File: src/rtl/conv_pkg.sv
// Shared definitions for the convolution core: default widths, the
// sequencer state encoding and a constant-evaluable clog2 helper.
package conv_pkg;

    localparam int DEPTHWIDTH_DEF = 9;
    localparam int CNTWIDTH_DEF   = 9;

    typedef enum logic [1:0] {
        IDLE = 2'd0,
        RUN  = 2'd1,
        DONE = 2'd2
    } state_t;

    // Ceiling log2 for sizing counters from element counts.
    function automatic int clog2(input int value);
        int r;
        int v;
        r = 0;
        v = value - 1;
        while (v > 0) begin
            r = r + 1;
            v = v >> 1;
        end
        return r;
    endfunction

endpackage

File: src/rtl/cnt_wrap.sv
// Loop counter: advances on enable, wraps to zero after reaching i_max and
// raises a carry in the enabled cycle that performs the wrap.
module cnt_wrap
    import conv_pkg::*;
#(
    parameter int CNTWIDTH = CNTWIDTH_DEF
) (
    input  logic                i_clk,
    input  logic                i_rst,
    input  logic                i_clr,
    input  logic                i_en,
    input  logic [CNTWIDTH-1:0] i_max,
    output logic [CNTWIDTH-1:0] o_cnt,
    output logic                o_carry
);

    logic [CNTWIDTH-1:0] r_cnt;
    logic                w_at_max;

    assign w_at_max = (r_cnt == i_max);
    assign o_carry  = i_en && w_at_max;
    assign o_cnt    = r_cnt;

    // Step the count on enable, folding back to zero after the maximum.
    always_ff @(posedge i_clk) begin
        if (i_rst || i_clr) begin
            r_cnt <= '0;
        end else if (i_en) begin
            r_cnt <= w_at_max ? '0 : r_cnt + CNTWIDTH'(1);
        end
    end

endmodule

File: src/rtl/conv_rd_addr_gen.sv
// Read-address generator for the feature and weight buffers. Walks
// wog > cog > ky > kx > cig and emits one registered address pair per step.
//
// Handshake: a beat is transferred in any cycle with O_rd_dv=1 and
// I_rd_ready=1. Once O_rd_dv is high the beat and its markers hold stable
// until transferred. The loop counters always describe the next beat to be
// loaded into the output register, so they run one step ahead of the beat
// on the port and freeze together with it during a stall.
module conv_rd_addr_gen
    import conv_pkg::*;
#(
    parameter int DEPTHWIDTH = DEPTHWIDTH_DEF,
    parameter int CNTWIDTH   = CNTWIDTH_DEF
) (
    input  logic                  I_clk,
    input  logic                  I_rst,
    input  logic                  I_start,
    input  logic [CNTWIDTH-1:0]   I_wo_group,
    input  logic [CNTWIDTH-1:0]   I_co_group,
    input  logic [CNTWIDTH-1:0]   I_ky_num,
    input  logic [CNTWIDTH-1:0]   I_kx_num,
    input  logic [CNTWIDTH-1:0]   I_ci_group,
    input  logic [DEPTHWIDTH-1:0] I_frow_pitch,
    input  logic                  I_rd_ready,
    output logic                  O_rd_dv,
    output logic [DEPTHWIDTH-1:0] O_rd_fdepth,
    output logic [DEPTHWIDTH-1:0] O_rd_wdepth,
    output logic                  O_acc_clr,
    output logic                  O_acc_last,
    output logic                  O_busy,
    output logic                  O_done,
    output logic                  O_cfg_err
);

    localparam logic [DEPTHWIDTH-1:0] ONE_D = DEPTHWIDTH'(1);
    localparam logic [CNTWIDTH-1:0]   ONE_C = CNTWIDTH'(1);

    // Sequencer state
    state_t r_state;
    state_t w_state_nxt;
    logic   w_busy;
    logic   w_done;
    logic   w_cfg_err;

    // Latched configuration
    logic [CNTWIDTH-1:0]   r_wo;
    logic [CNTWIDTH-1:0]   r_co;
    logic [CNTWIDTH-1:0]   r_ky;
    logic [CNTWIDTH-1:0]   r_kx;
    logic [CNTWIDTH-1:0]   r_ci;
    logic [DEPTHWIDTH-1:0] r_pitch;
    logic                  r_cfg_err;

    // Loop counters and carries
    logic [CNTWIDTH-1:0] w_cig_cnt;
    logic [CNTWIDTH-1:0] w_kx_cnt;
    logic [CNTWIDTH-1:0] w_ky_cnt;
    logic [CNTWIDTH-1:0] w_cog_cnt;
    logic [CNTWIDTH-1:0] w_unused_wog_cnt;
    logic                w_c_cig;
    logic                w_c_kx;
    logic                w_c_ky;
    logic                w_c_cog;
    logic                w_c_wog;

    // Running address bases
    logic [DEPTHWIDTH-1:0] r_f_inner;  // kx*ci + cig
    logic [DEPTHWIDTH-1:0] r_f_ky;     // ky*pitch
    logic [DEPTHWIDTH-1:0] r_f_wog;    // wog*kx*ci
    logic [DEPTHWIDTH-1:0] r_w_s;      // ((ky*kx + kx)*ci + cig)*co
    logic [DEPTHWIDTH-1:0] w_fdepth;
    logic [DEPTHWIDTH-1:0] w_wdepth;

    // Beat pipeline control
    logic                  r_pend;     // beats remain to be loaded
    logic                  r_fin;      // beat on the port is the final one
    logic                  r_dv;
    logic [DEPTHWIDTH-1:0] r_fdepth;
    logic [DEPTHWIDTH-1:0] r_wdepth;
    logic                  r_clr;
    logic                  r_last;
    logic                  w_start_ok;
    logic                  w_zero;
    logic                  w_accept;
    logic                  w_load;

    assign w_start_ok = (r_state == IDLE) && I_start;
    assign w_zero     = (I_wo_group == '0) || (I_co_group == '0) ||
                        (I_ky_num == '0) || (I_kx_num == '0) ||
                        (I_ci_group == '0);
    assign w_accept   = r_dv && I_rd_ready;
    assign w_load     = (r_state == RUN) && r_pend && (!r_dv || I_rd_ready);

    cnt_wrap #(.CNTWIDTH(CNTWIDTH)) u_cnt_cig (
        .i_clk  (I_clk),
        .i_rst  (I_rst),
        .i_clr  (w_start_ok),
        .i_en   (w_load),
        .i_max  (r_ci - ONE_C),
        .o_cnt  (w_cig_cnt),
        .o_carry(w_c_cig)
    );

    cnt_wrap #(.CNTWIDTH(CNTWIDTH)) u_cnt_kx (
        .i_clk  (I_clk),
        .i_rst  (I_rst),
        .i_clr  (w_start_ok),
        .i_en   (w_c_cig),
        .i_max  (r_kx - ONE_C),
        .o_cnt  (w_kx_cnt),
        .o_carry(w_c_kx)
    );

    cnt_wrap #(.CNTWIDTH(CNTWIDTH)) u_cnt_ky (
        .i_clk  (I_clk),
        .i_rst  (I_rst),
        .i_clr  (w_start_ok),
        .i_en   (w_c_kx),
        .i_max  (r_ky - ONE_C),
        .o_cnt  (w_ky_cnt),
        .o_carry(w_c_ky)
    );

    cnt_wrap #(.CNTWIDTH(CNTWIDTH)) u_cnt_cog (
        .i_clk  (I_clk),
        .i_rst  (I_rst),
        .i_clr  (w_start_ok),
        .i_en   (w_c_ky),
        .i_max  (r_co - ONE_C),
        .o_cnt  (w_cog_cnt),
        .o_carry(w_c_cog)
    );

    cnt_wrap #(.CNTWIDTH(CNTWIDTH)) u_cnt_wog (
        .i_clk  (I_clk),
        .i_rst  (I_rst),
        .i_clr  (w_start_ok),
        .i_en   (w_c_cog),
        .i_max  (r_wo - ONE_C),
        .o_cnt  (w_unused_wog_cnt),
        .o_carry(w_c_wog)
    );

    assign w_fdepth = r_f_ky + r_f_wog + r_f_inner;
    assign w_wdepth = r_w_s + DEPTHWIDTH'(w_cog_cnt);

    // State register.
    always_ff @(posedge I_clk) begin
        if (I_rst) begin
            r_state <= IDLE;
        end else begin
            r_state <= w_state_nxt;
        end
    end

    // Next-state decode and status outputs.
    always_comb begin
        w_state_nxt = r_state;
        w_busy      = 1'b0;
        w_done      = 1'b0;
        w_cfg_err   = 1'b0;
        case (r_state)
            IDLE: begin
                if (I_start) begin
                    w_state_nxt = w_zero ? DONE : RUN;
                end
            end
            RUN: begin
                w_busy = 1'b1;
                if (w_accept && r_fin) begin
                    w_state_nxt = DONE;
                end
            end
            DONE: begin
                w_busy      = 1'b1;
                w_done      = 1'b1;
                w_cfg_err   = r_cfg_err;
                w_state_nxt = IDLE;
            end
            default: begin
                w_state_nxt = IDLE;
            end
        endcase
    end

    // Capture configuration on an accepted start.
    always_ff @(posedge I_clk) begin
        if (I_rst) begin
            r_wo      <= '0;
            r_co      <= '0;
            r_ky      <= '0;
            r_kx      <= '0;
            r_ci      <= '0;
            r_pitch   <= '0;
            r_cfg_err <= 1'b0;
        end else if (w_start_ok) begin
            r_wo      <= I_wo_group;
            r_co      <= I_co_group;
            r_ky      <= I_ky_num;
            r_kx      <= I_kx_num;
            r_ci      <= I_ci_group;
            r_pitch   <= I_frow_pitch;
            r_cfg_err <= w_zero;
        end
    end

    // Advance the running address bases alongside the loop counters.
    always_ff @(posedge I_clk) begin
        if (I_rst || w_start_ok) begin
            r_f_inner <= '0;
            r_f_ky    <= '0;
            r_f_wog   <= '0;
            r_w_s     <= '0;
        end else if (w_load) begin
            r_f_inner <= w_c_kx ? '0 : r_f_inner + ONE_D;
            if (w_c_ky) begin
                r_f_ky <= '0;
            end else if (w_c_kx) begin
                r_f_ky <= r_f_ky + r_pitch;
            end
            // At a cog carry the inner offset sits at kx*ci-1.
            if (w_c_wog) begin
                r_f_wog <= '0;
            end else if (w_c_cog) begin
                r_f_wog <= r_f_wog + r_f_inner + ONE_D;
            end
            r_w_s <= w_c_ky ? '0 : r_w_s + DEPTHWIDTH'(r_co);
        end
    end

    // Track whether beats remain to be loaded.
    always_ff @(posedge I_clk) begin
        if (I_rst) begin
            r_pend <= 1'b0;
        end else if (w_start_ok) begin
            r_pend <= !w_zero;
        end else if (w_load && w_c_wog) begin
            r_pend <= 1'b0;
        end
    end

    // Output beat register: load the next beat when the port is free.
    always_ff @(posedge I_clk) begin
        if (I_rst) begin
            r_dv     <= 1'b0;
            r_fdepth <= '0;
            r_wdepth <= '0;
            r_clr    <= 1'b0;
            r_last   <= 1'b0;
            r_fin    <= 1'b0;
        end else if (w_load) begin
            r_dv     <= 1'b1;
            r_fdepth <= w_fdepth;
            r_wdepth <= w_wdepth;
            r_clr    <= (w_ky_cnt == '0) && (w_kx_cnt == '0) && (w_cig_cnt == '0);
            r_last   <= w_c_ky;
            r_fin    <= w_c_wog;
        end else if (w_accept) begin
            r_dv <= 1'b0;
        end
    end

    assign O_rd_dv     = r_dv;
    assign O_rd_fdepth = r_fdepth;
    assign O_rd_wdepth = r_wdepth;
    assign O_acc_clr   = r_clr;
    assign O_acc_last  = r_last;
    assign O_busy      = w_busy;
    assign O_done      = w_done;
    assign O_cfg_err   = w_cfg_err;

endmodule

File: config.mk
export PLATFORM = sky130hd
export DESIGN_NAME = conv_rd_addr_gen
export DESIGN_NICKNAME = d
export VERILOG_FILES = /design/src/rtl/conv_pkg.sv /design/src/rtl/cnt_wrap.sv /design/src/rtl/conv_rd_addr_gen.sv
export SDC_FILE = /design/constraint.sdc
export NUM_CORES = 1
export LEC_CHECK = 0
export ABC_AREA = 1
export CORE_UTILIZATION = 59
export DETAILED_ROUTE_END_ITERATION = 8
export PLACE_DENSITY = 0.81
export SLEW_MARGIN = 0
export SYNTH_ARGS = -nofsm -noshare
export SYNTH_HDL_FRONTEND = slang
export SYNTH_SLANG_ARGS = --single-unit
File: constraint.sdc
create_clock -name I_clk -period 3.25 [get_ports I_clk]
set_clock_uncertainty 0.15 [all_clocks]
set_input_delay 0.975 -clock I_clk [delete_from_list [all_inputs] [get_ports I_clk]]
set_output_delay 0.975 -clock I_clk [all_outputs]
set_load 0.01 [all_outputs]
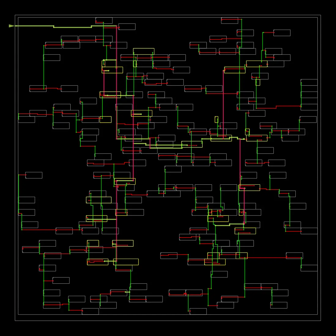
Figure 1: run 1, clock nets.
CTS Sinks: 161
CTS buffer count: 17
clk ins delay skew pair: 0.43 ns
CLK BUF: 26

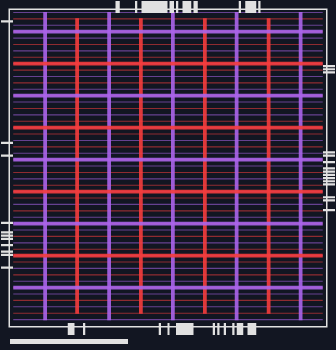
Figure 2: run 1, PDN straps and rails.
The bar under the picture is 50 um long. Pins as bars on the die edge.
legend:
  VSS:
    color: purple
  VDD:
    color: red
met1 rails: 49
met4 straps: 9
rows: 48
met5 straps: 9
signal pins: 82
Die W: 134 um
Core Footprint: 17200 sq um
peak supply drop: 0.355 mV
Die Ht: 134 um

==> flow_metrics.tcl, run 1 <==
# implementation run metrics
set metrics [dict create \
    status "finished clean" \
    ys_area_sq_um 10300 \
    mostFrequentLayoutCells "nand2_1, nor2_1, inv_1, dfxtp_1, a21oi_1" \
    synth_area_sq_um 10300 \
    final.setup.tns_ns 0 \
    vias_per_cell 5.53 \
    root_buffer "clkbuf_16" \
    pwr-share-clk 0.362 \
    fp_util 0.602 \
    place_hpwl_um 19900 \
    yosys_cells 1523 \
    ys.flops 161 \
    ioPinCount 82 \
    num_rows 48 \
    areaGrowthSynthToFinish_pct 16.0 \
    pre_cts_slack_ns 0.0848 \
    port_buffers 81 \
    synth_area_per_cell_sq_um 6.78 \
    cp_max_fo 3 \
    critical_path_required_ns 2.12 \
    relSlewSlack 0.616 \
    drc 0 \
    setup_viol 0 \
    dp_cells 1805 \
    grt_pass1_vias 9653 \
    p_leak_nw 5.43 \
    hp-class "reg2reg" \
    cts_tree "done" \
    ys.warnings.count 0 \
    path_clk_slew_ns 0.06 \
    pwr-share-comb 0.238 \
    htreeDepth 4 \
    async_flop_share 0 \
    fin_ws_ns 0.437 \
    grt_pass1_wl_um 44900 \
    firstDrtPassIters 5 \
    tool_warnings 31 \
    overflow 0 \
    ant_nets 0 \
    netlist_instances 1523 \
    cts_hold_buf 0 \
    p_seq_frac 0.399 \
    ys_types 47 \
    power_density_nw_per_um2 464 \
    layout_top_cell "nand2_1" \
    drive_gt1_frac 0.0521 \
    post-cts-setup-buffers 0 \
    clockBufferDepth 2 \
    hp-start "r_fin$_SDFFE_PP0P_" \
    dpl_cell_area_sq_um 11400 \
    ys_dominant_reg_cell "dfxtp_1" \
    p_sw_mw 1.72 \
    synth-edff-count 0 \
    worst_pin_slew_ns 0.569 \
    cts.repair.resized 0 \
    drv_slew 0 \
    num_vias 10200 \
    cp-end-kind "primary output" \
    antenna_found_initial 0 \
    worstReg2RegStart "r_f_inner[0]$_SDFFE_PP0P_" \
    fin_crit_sh 0.866 \
    seq_area_frac_synth 0.312 \
    final_cells 1836 \
    worstSetupPathType "reg2out" \
    nets 1726 \
    cp-start-kind "flip-flop" \
    gp_congestion 0.901 \
    die-area_sq_um 18000 \
    min_period_ns 2.81 \
    crit_arrival_ns 1.69 \
    fill_cells 1458 \
    finish.instance_area_sq_um 12000 \
    antennaDiodeCount 0 \
    drv_cap 0 \
    fp_nets 1650 \
    p_int_mw 3.84 \
    rsz0062_at_grt "no" \
    grt_max_degree 88 \
    swShare 0.310 \
    critical_path.startpoint "r_state[0]$_SDFFE_PP0P_" \
    fmax_mhz 355 \
    hold_viol 0 \
    drt_iter0_markers 808 \
    finalPower_mw 5.56 \
]
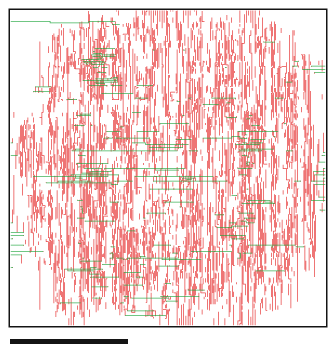
Figure 3: run 1, signal wires by layer.
The bar under the picture is 50 um long. Two of the layers only.
legend:
  met3:
    color: green
    wire_length: 1330 um
  met2:
    color: red
    wire_length: 13000 um
wire per inst: 14.8 um
total track usage: 0.311
DRT Wirelength: 27100 um

[run 1: synthesized netlist by cell type (13+ instances only)]
| master | n | share of area |
|---|---|---|
| a21oi_1 | 125 | 0.061 |
| clkbuf_1 | 30 | 0.011 |
| dfxtp_1 | 161 | 0.31 |
| fa_1 | 13 | 0.025 |
| ha_1 | 56 | 0.068 |
| inv_1 | 189 | 0.069 |
| nand2_1 | 316 | 0.11 |
| nand3_1 | 101 | 0.049 |
| nand4_1 | 26 | 0.016 |
| nor2_1 | 205 | 0.074 |
| nor3_1 | 21 | 0.010 |
| nor4_1 | 14 | 0.0085 |
| o21ai_0 | 99 | 0.048 |
| xnor2_1 | 25 | 0.021 |
| xor2_1 | 60 | 0.051 |
[run 1: power by group through the flow]
| stage | combinational [mW] | sequential, mW | clock, mW |
|---|---|---|---|
| detailed placement | 1.30 | 2.26 | 0 |
| global route | 1.50 | 2.23 | 2.12 |
| global placement | 1.26 | 2.26 | 0 |
| finish | 1.33 | 2.22 | 2.02 |
| CTS | 1.32 | 2.22 | 2.03 |
| floorplan | 0.949 | 2.23 | 0 |
[run 1: critical path: stages, from the launching register on]
cell	delay (ns)
dfxtp_1	0.37
inv_1	0.09
ha_1	0.28
clkdlybuf4s50_1	0.53
[run 1: kinds of logic after synthesis]
family / Yosys count / synth area share
flops: 161 / 0.312
compound gates: 248 / 0.126
xor+xnor: 86 / 0.0744
buf+inv: 235 / 0.0878
fa+ha+maj: 69 / 0.0930
simple gates: 724 / 0.307
[run 1: routing by layer]
layer | GRT usage | part of all wire | vias to the layer above
met5 | 0 | 0 | -
met4 | 0.139 | 0.033 | 0
met3 | 0.0438 | 0.049 | 80
met2 | 0.535 | 0.48 | 324
met1 | 0.385 | 0.44 | 4674
li1 | - | - | 5080
[run 1: per-stage QoR]
step / hold WS (ns) / utilization
2_1_floorplan: 0.293 / -
3_3_place_gp: 0.306 / 0.664
3_5_place_dp: 0.312 / 0.664
4_1_cts: 0.321 / 0.698
5_1_grt: 0.353 / 0.698
6_report: 0.323 / 0.698
[run 1: worst paths after layout]
check	endpoint	slack (ns)	cells past startpoint
setup / recovery	O_busy	0.44	3
hold / removal	r_fin$_SDFFE_PP0P_	0.32	2
setup reg to reg	O_rd_fdepth[7]$_SDFFE_PP0P_	0.46	13
hold reg to reg	r_fin$_SDFFE_PP0P_	0.32	2
[run 1: final cells by class]
cell class                      instances  area, sq um  area share
Inverter                              195          732      0.0611
Clock buffer                           26          509      0.0425
Timing Repair Buffer                   97          956      0.0798
Multi-Input combinational cell       1127         6200       0.518
Tap cell                              225          282      0.0235
Sequential cell                       161         3220       0.269
Clock inverter                          5         75.1     0.00627
--- run 2 (diff from run 1) ---
Settings changed: ABC_AREA 1 to 0, SKIP_LAST_GASP set to 1.
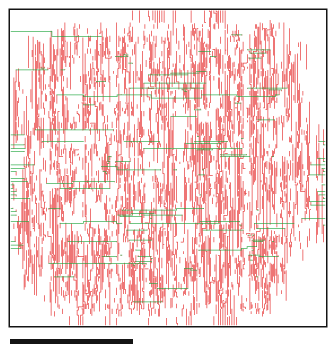
Figure 4: run 2, signal wires by layer.
The bar under the picture is 50 um long. Two of the layers only.
legend:
  met2:
    color: red
    wire_length: 11600 um
  met3:
    color: green
    wire_length: 1110 um
DRT Wirelength: 24200 um
via count: 8759
wire per inst: 15.9 um

==> run 2 against run 1 <==
Combinational power down 37%. Cell area fell by 4.5%. Sequential power down 5%. Worst hold slack got worse by 0.014 ns. Clock-buffer cell count shrank 2.
==> flow_metrics.tcl, run 2 <==
# implementation run metrics
set metrics [dict create \
    cpMaxStageDelayCell "dfxtp_1" \
    drt_iter0_markers 605 \
    fin_crit_sh 0.964 \
    cp-start-kind "flip-flop" \
    yosys_cells 1199 \
    die-area_sq_um 16600 \
    synth_area_sq_um 9480 \
    min_period_ns 3.13 \
    yosys.cell_count.top_type "nand2_1" \
    cp-end-kind "flip-flop" \
    fmax_mhz 319 \
    fin_util 0.742 \
    tool_warnings 32 \
    cp_max_fo 8 \
    rsz0062_at_grt "yes" \
    cts_sinks 161 \
    clockBufferDepth 2 \
    layout_top_cell "nand2_1" \
    cp_top_family "AND-OR/OR-AND gates" \
    netlist_instances 1199 \
    drv_slew 0 \
    areaGrowthSynthToFinish_pct 20.7 \
    firstDrtPassIters 5 \
    gp_congestion 0.883 \
    numCtsBuffers 17 \
    p_leak_nw 4.44 \
    path_buffers 3 \
    drive_gt1_frac 0.0802 \
    worst_pin_slew_ns 0.573 \
    path_clk_slew_ns 0.06 \
    grt_pass1_vias 8345 \
    ys_types 60 \
    fp_nets 1326 \
    grt_max_degree 47 \
    grt_util_met3 0.0474 \
    ys.warnings.count 0 \
    hp-class "reg2reg" \
    ant_nets 0 \
    drv_cap 0 \
    root_buffer "clkbuf_16" \
    power_density_nw_per_um2 427 \
    worstPathCellList "inv_1 -> ha_1 -> o21ba_2 -> a221oi_1 -> a41oi_1 -> nor4_2 -> o31a_1 -> nand4_4 -> buf_12 -> buf_4 -> nand2b_1 -> o41ai_2" \
    worstSetupPathType "reg2reg" \
    ioPinCount 82 \
    port_buffers 81 \
    antenna_found_initial 0 \
    fin_ws_ns 0.119 \
    synth_area_per_cell_sq_um 7.91 \
    ys_area_sq_um 9480 \
    cts_tree "done" \
    status "finished clean" \
    grt_use_total 0.305 \
    ys.flops 161 \
    grt_busiest_layer "met2" \
    met1_usage 0.391 \
    dpl_cell_area_sq_um 10700 \
    top_cell_area_share 0.340 \
    clkLatencyLatePin_ns 0.42 \
    use_met2 0.527 \
    pre_cts_slack_ns -0.0148 \
    synthTopCellsByCount "nand2_1, dfxtp_1, a21oi_1" \
    htreeDepth 4 \
    critical_path.max_stage_delay_ns 0.38 \
    synth-edff-count 0 \
    finish.instance_area_sq_um 11400 \
    setup_viol 0 \
    seq_area_frac_synth 0.340 \
    grt_pass1_wl_um 40100 \
    drc 0 \
    hold_viol 0 \
    async_flop_share 0 \
    antennaDiodeCount 0 \
    nets 1425 \
    critical_path_required_ns 3.43 \
    relSlewSlack 0.618 \
    num_rows 45 \
    vias_per_cell 5.76 \
    overflow 0 \
    fp_util 0.615 \
    ys_dominant_reg_cell "dfxtp_1" \
    crit_arrival_ns 3.31 \
    topCellsByArea "dfxtp_1, nand2_1, ha_1" \
    mostFrequentLayoutCells "nand2_1, dfxtp_1, a21oi_1, nor2_1, clkdlybuf4s50_1" \
    top_area_cell "dfxtp_1" \
    place_hpwl_um 17500 \
]
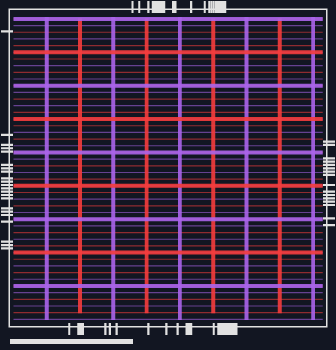
Figure 5: run 2, PDN straps and rails.
The bar under the picture is 50 um long. Pins as bars on the die edge.
legend:
  VSS:
    color: purple
  VDD:
    color: red
met5 straps: 9
signal pins: 82
Die W: 129 um
peak supply drop: 0.362 mV
Core Footprint: 15400 sq um
Die Ht: 129 um

[run 2: netlist changes by cell type in the layout (fill, tap and decap cells not counted), moves of 37 or more]
cell | before | now
inv_1 | 189 | 40
nor2_1 | 205 | 96
o21ai_0 | 99 | 35
nand2_1 | 315 | 213
nand3_1 | 101 | 35
buf_4 | 14 | 51
[run 2: layer usage]
layer / routed length [um] / part of all wire
met3: 1110 / 0.046
met5: 0 / 0
met4: 468 / 0.019
met2: 11600 / 0.48
met1: 11100 / 0.46
[run 2: repair_timing]
action,in CTS,in global routing
setup endpoints to repair,0,29
resized,0,18
buffers inserted,0,5
endpoints found under the hold margin,0,0
hold buffers,0,0
[run 2: cell type report]
type | instances | area [sq um]
multi-input cells | 942 | 5990
fillers | 1204 | 3990
flip-flops and latches | 161 | 3220
repair buffers | 135 | 1250
clock buffers | 24 | 472
well taps | 211 | 264
inverters | 41 | 154
clock inverters | 6 | 82.6
[run 2: path summary, 6_finish.rpt]
kind / start / to / slack, ns / cells past startpoint
worst max-delay path: r_ky[1]$_SDFFE_PP0P_ / u_cnt_wog.o_cnt[7]$_SDFFE_PP0N_ / 0.12 / 12
worst min-delay path: O_rd_wdepth[5]$_SDFFE_PP0P_ / O_rd_wdepth[5]$_SDFFE_PP0P_ / 0.31 / 2
worst max register to register: r_ky[1]$_SDFFE_PP0P_ / u_cnt_wog.o_cnt[7]$_SDFFE_PP0N_ / 0.12 / 12
worst min register to register: O_rd_wdepth[5]$_SDFFE_PP0P_ / O_rd_wdepth[5]$_SDFFE_PP0P_ / 0.31 / 2
[run 2: kinds of logic after synthesis]
family,count (synthesis),synth area share
compound gates,242,0.155
fa+ha+maj,69,0.101
buf+inv,96,0.0380
simple gates,511,0.255
flops,161,0.340
xor+xnor,117,0.108
mux,3,0.00317
[run 2: where the power goes]
part           switching, mW  internal (mW)
combinational          0.461          0.374
clock                  0.768           1.16
sequential            0.0756           2.05
total                   1.30           3.58
[run 2: metrics by stage]
step	setup TNS (ns)	power [mW]	hold WS, ns	instances
floorplan	0	2.68	0.282	1199
global placement	0	2.94	0.289	1484
detailed placement	-0.0472	2.96	0.299	1484
CTS	0	4.86	0.308	1514
global route	-0.398	5.09	0.332	1520
finish	0	4.88	0.309	1520
[run 2: worst reg2reg max path: cells and delay by family, from the launching register on]
family | cells | cell delay (ns)
compound gates | 5 | 1.24
fa+ha+maj | 1 | 0.23
buf+inv | 3 | 0.38
flops | 1 | 0.38
simple gates | 3 | 0.65
No activity file was given, so power comes from the tool's default toggle rates.
